[src/rtl/ad669_wr_sequencer.sv]
// Write sequencer for the AD669 DAC bank: one {channel, data} write per transaction, with timed
// data setup / strobe / hold. Optional macro SYNC_LDAC_EN adds ldac_req/ldac_n second-rank update.
module ad669_wr_sequencer #(
    parameter int SETUP_CYC = 1,
    parameter int PULSE_CYC = 1,
    parameter int HOLD_CYC  = 1
) (
    input  logic        clk,
    input  logic        rst,
    input  logic        wr_req,
    input  logic [2:0]  wr_chan,
    input  logic [15:0] wr_data,
    input  logic        ovr_clr,
`ifdef SYNC_LDAC_EN
    input  logic        ldac_req,
    output logic        ldac_n,
`endif
    output logic        busy,
    output logic        done,
    output logic        ovr,
    output logic [15:0] cpld_sd,
    output logic [7:0]  wr_n,
    output logic [2:0]  state_dbg
);

    // Handshake: wr_req (and ldac_req) are single-cycle pulses honoured only while state is IDLE,
    // which includes the done cycle; a pulse arriving in any other state is dropped and sets ovr.

    typedef enum logic [2:0] {
        S_IDLE   = 3'd0,
        S_SETUP  = 3'd1,
        S_STROBE = 3'd2,
        S_HOLD   = 3'd3,
        S_LDAC   = 3'd4
    } state_t;

    localparam int MAX_SP  = (SETUP_CYC > PULSE_CYC) ? SETUP_CYC : PULSE_CYC;
    localparam int MAX_CYC = (MAX_SP > HOLD_CYC) ? MAX_SP : HOLD_CYC;
    localparam int CNT_W   = (MAX_CYC > 1) ? $clog2(MAX_CYC) : 1;

    localparam logic [CNT_W-1:0] SETUP_LAST = CNT_W'(SETUP_CYC - 1);
    localparam logic [CNT_W-1:0] PULSE_LAST = CNT_W'(PULSE_CYC - 1);
    localparam logic [CNT_W-1:0] HOLD_LAST  = CNT_W'(HOLD_CYC - 1);

    state_t           state, state_n;
    logic [CNT_W-1:0] cnt, cnt_n;
    logic [2:0]       chan_q, chan_n;
    logic [15:0]      sd_n;
    logic [7:0]       wr_n_n;
    logic             busy_n, done_n, ovr_n, ovr_set;
    logic             ldac_go;

`ifdef SYNC_LDAC_EN
    logic ldac_n_n;
    assign ldac_go = ldac_req;
`else
    assign ldac_go = 1'b0;
`endif

    assign state_dbg = state;

    always_comb begin
        state_n = state;
        cnt_n   = cnt;
        chan_n  = chan_q;
        sd_n    = cpld_sd;
        done_n  = 1'b0;
        ovr_set = 1'b0;

        if (state != S_IDLE && (wr_req || ldac_go)) begin
            ovr_set = 1'b1;
        end

        case (state)
            S_IDLE: begin
                if (wr_req) begin
                    chan_n  = wr_chan;
                    // Gain/offset channels (4-7) are 8-bit parts: upper byte forced to zero.
                    sd_n    = wr_chan[2] ? {8'h00, wr_data[7:0]} : wr_data;
                    state_n = S_SETUP;
                    cnt_n   = '0;
                    if (ldac_go) begin
                        ovr_set = 1'b1;
                    end
                end else if (ldac_go) begin
                    state_n = S_LDAC;
                    cnt_n   = '0;
                end
            end
            S_SETUP: begin
                if (cnt == SETUP_LAST) begin
                    state_n = S_STROBE;
                    cnt_n   = '0;
                end else begin
                    cnt_n = cnt + CNT_W'(1);
                end
            end
            S_STROBE: begin
                if (cnt == PULSE_LAST) begin
                    state_n = S_HOLD;
                    cnt_n   = '0;
                end else begin
                    cnt_n = cnt + CNT_W'(1);
                end
            end
            S_HOLD: begin
                if (cnt == HOLD_LAST) begin
                    state_n = S_IDLE;
                    cnt_n   = '0;
                    done_n  = 1'b1;
                end else begin
                    cnt_n = cnt + CNT_W'(1);
                end
            end
            S_LDAC: begin
                if (cnt == PULSE_LAST) begin
                    state_n = S_IDLE;
                    cnt_n   = '0;
                    done_n  = 1'b1;
                end else begin
                    cnt_n = cnt + CNT_W'(1);
                end
            end
            default: begin
                state_n = S_IDLE;
                cnt_n   = '0;
            end
        endcase

        // Outputs are registered from the next state so pins change exactly on the edge.
        wr_n_n = 8'hFF;
        if (state_n == S_STROBE) begin
            wr_n_n[chan_n] = 1'b0;
        end
        busy_n = (state_n != S_IDLE);
        // A fresh overrun outranks a clear arriving in the same cycle.
        ovr_n  = ovr_set ? 1'b1 : (ovr_clr ? 1'b0 : ovr);
`ifdef SYNC_LDAC_EN
        ldac_n_n = (state_n != S_LDAC);
`endif
    end

    always_ff @(posedge clk) begin
        if (rst) begin
            state   <= S_IDLE;
            cnt     <= '0;
            chan_q  <= 3'd0;
            cpld_sd <= 16'h0000;
            wr_n    <= 8'hFF;
            busy    <= 1'b0;
            done    <= 1'b0;
            ovr     <= 1'b0;
`ifdef SYNC_LDAC_EN
            ldac_n  <= 1'b1;
`endif
        end else begin
            state   <= state_n;
            cnt     <= cnt_n;
            chan_q  <= chan_n;
            cpld_sd <= sd_n;
            wr_n    <= wr_n_n;
            busy    <= busy_n;
            done    <= done_n;
            ovr     <= ovr_n;
`ifdef SYNC_LDAC_EN
            ldac_n  <= ldac_n_n;
`endif
        end
    end

endmodule
[config.mk]
export PLATFORM = sky130hd
export DESIGN_NAME = ad669_wr_sequencer
export DESIGN_NICKNAME = d
export VERILOG_FILES = /design/src/rtl/ad669_wr_sequencer.sv
export SDC_FILE = /design/constraint.sdc
export NUM_CORES = 1
export LEC_CHECK = 0
export ABC_AREA = 1
export CORE_ASPECT_RATIO = 1.1
export CORE_MARGIN = 2
export CORE_UTILIZATION = 45
export CTS_CLUSTER_DIAMETER = 100
export DETAILED_ROUTE_END_ITERATION = 8
export PLACE_DENSITY = 0.83
export SETUP_SLACK_MARGIN = 0.05
export SYNTH_ARGS = -nofsm -noshare
export SYNTH_HDL_FRONTEND = slang
export SYNTH_SLANG_ARGS = --single-unit
[constraint.sdc]
create_clock -name clk -period 2.3 [get_ports clk]
set_input_delay 0.46 -clock clk [delete_from_list [all_inputs] [get_ports clk]]
set_output_delay 0.46 -clock clk [all_outputs]
set_load 0.05 [all_outputs]
Clock wiring as the flow saved it:
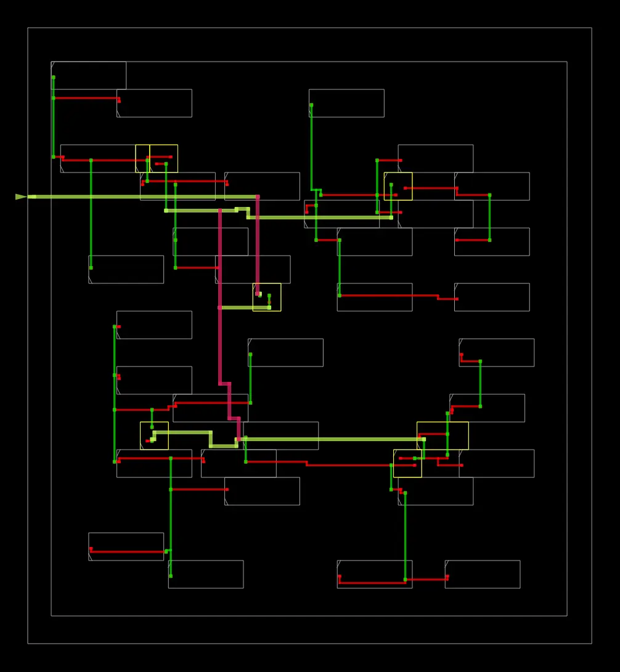
Clk. pwr: 326 uW
Worst Skew: 0.005749 ns
clk sink count: 33
Seq Cell Count: 33

Supply network:
Scale bar: 20 um. Pins as bars on the die edge.
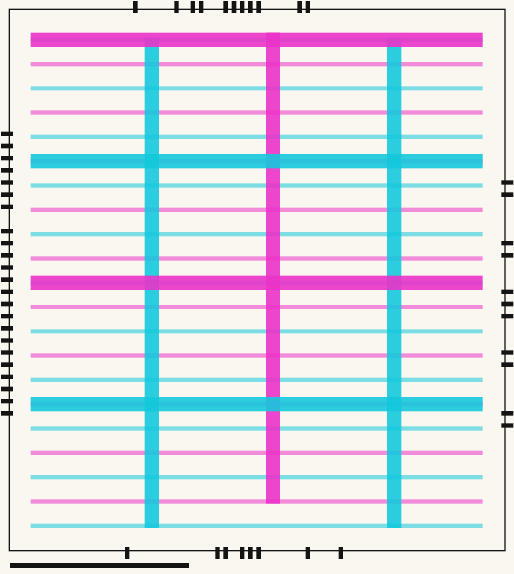
colour	net
cyan	VSS
magenta	VDD
met4 straps	3
rows	20
DIE WIDTH: 55.32 um
DIE HEIGHT: 60.45 um
Core Region: 2753 um2
IR drop worst, VDD: 0.4362 mV

Signal wires on met2:
Scale bar: 20 um.
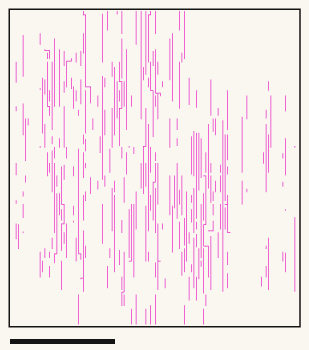
longest straight run	32.6 um
share of all routed wire	50%
main direction	vertical
wire length on this layer	1370 um
met2 Track Usage GR: 30.61%
Post-Route WL: 2719 um
vias: 1205

Metal layers overlaid:
Scale bar: 20 um. Only two layers are drawn.
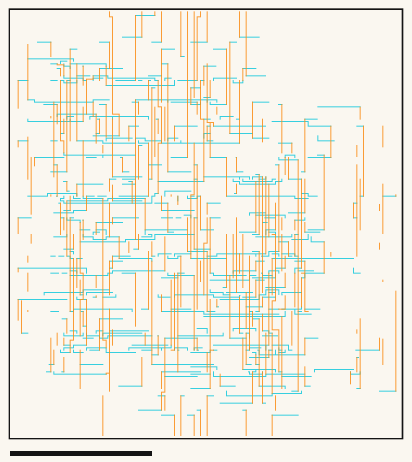
colour	layer	wire length
cyan	metal 1	1040 um
orange	metal 2	1370 um

Metal 3:
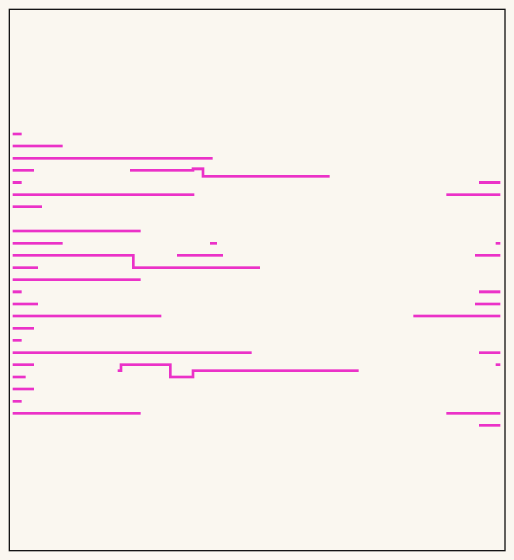
main direction	horizontal
nets with wire on the layer	35
share of all routed wire	10%
longest straight run	26.4 um

==> results.cfg <==
; generated from flow reports
[status]
status = completed

[drt]
route.met2.wl_um = 1365
wl_met3_um = 279

[layout]
clock_area_share_pct = 2.920
comb.multi_input.count = 114
utilization_pct = 68.50
comb_share_pct = 27.67
fillers = 239
antenna_cells = 0

[flow_run]
warnings = 26
max_cap_violations = 0

[power]
combPwrFrac_pct = 19.8
power_sequential_uw = 604

[global_routing]
grt_first_pass_wirelength_um = 4436
grt_use_met3_pct = 11.09

[final_timing]
hold_viol = 0
setup_viol = 0
drv_slew = 0
fin_ws_ns = 0.1888

[worst_hold_path]
hp-start = ovr
min_path_type = flip-flop to flip-flop
worstHoldPathCells = 2

[yosys]
avgSynthCellArea_um2 = 7.493
ys_sh_aoi_pct = 9.885
synth.cells.most_frequent = nand2_1, dfxtp_1, a21oi_1

[floorplanning]
initial_utilization_pct = 47.36

[placed_design]
placed_cell_area_um2 = 1831
dp_cells = 253

[clocking]
clk_latency_ns = 0.33
Power figures rest on the tool's default switching activity, not on a simulated workload.
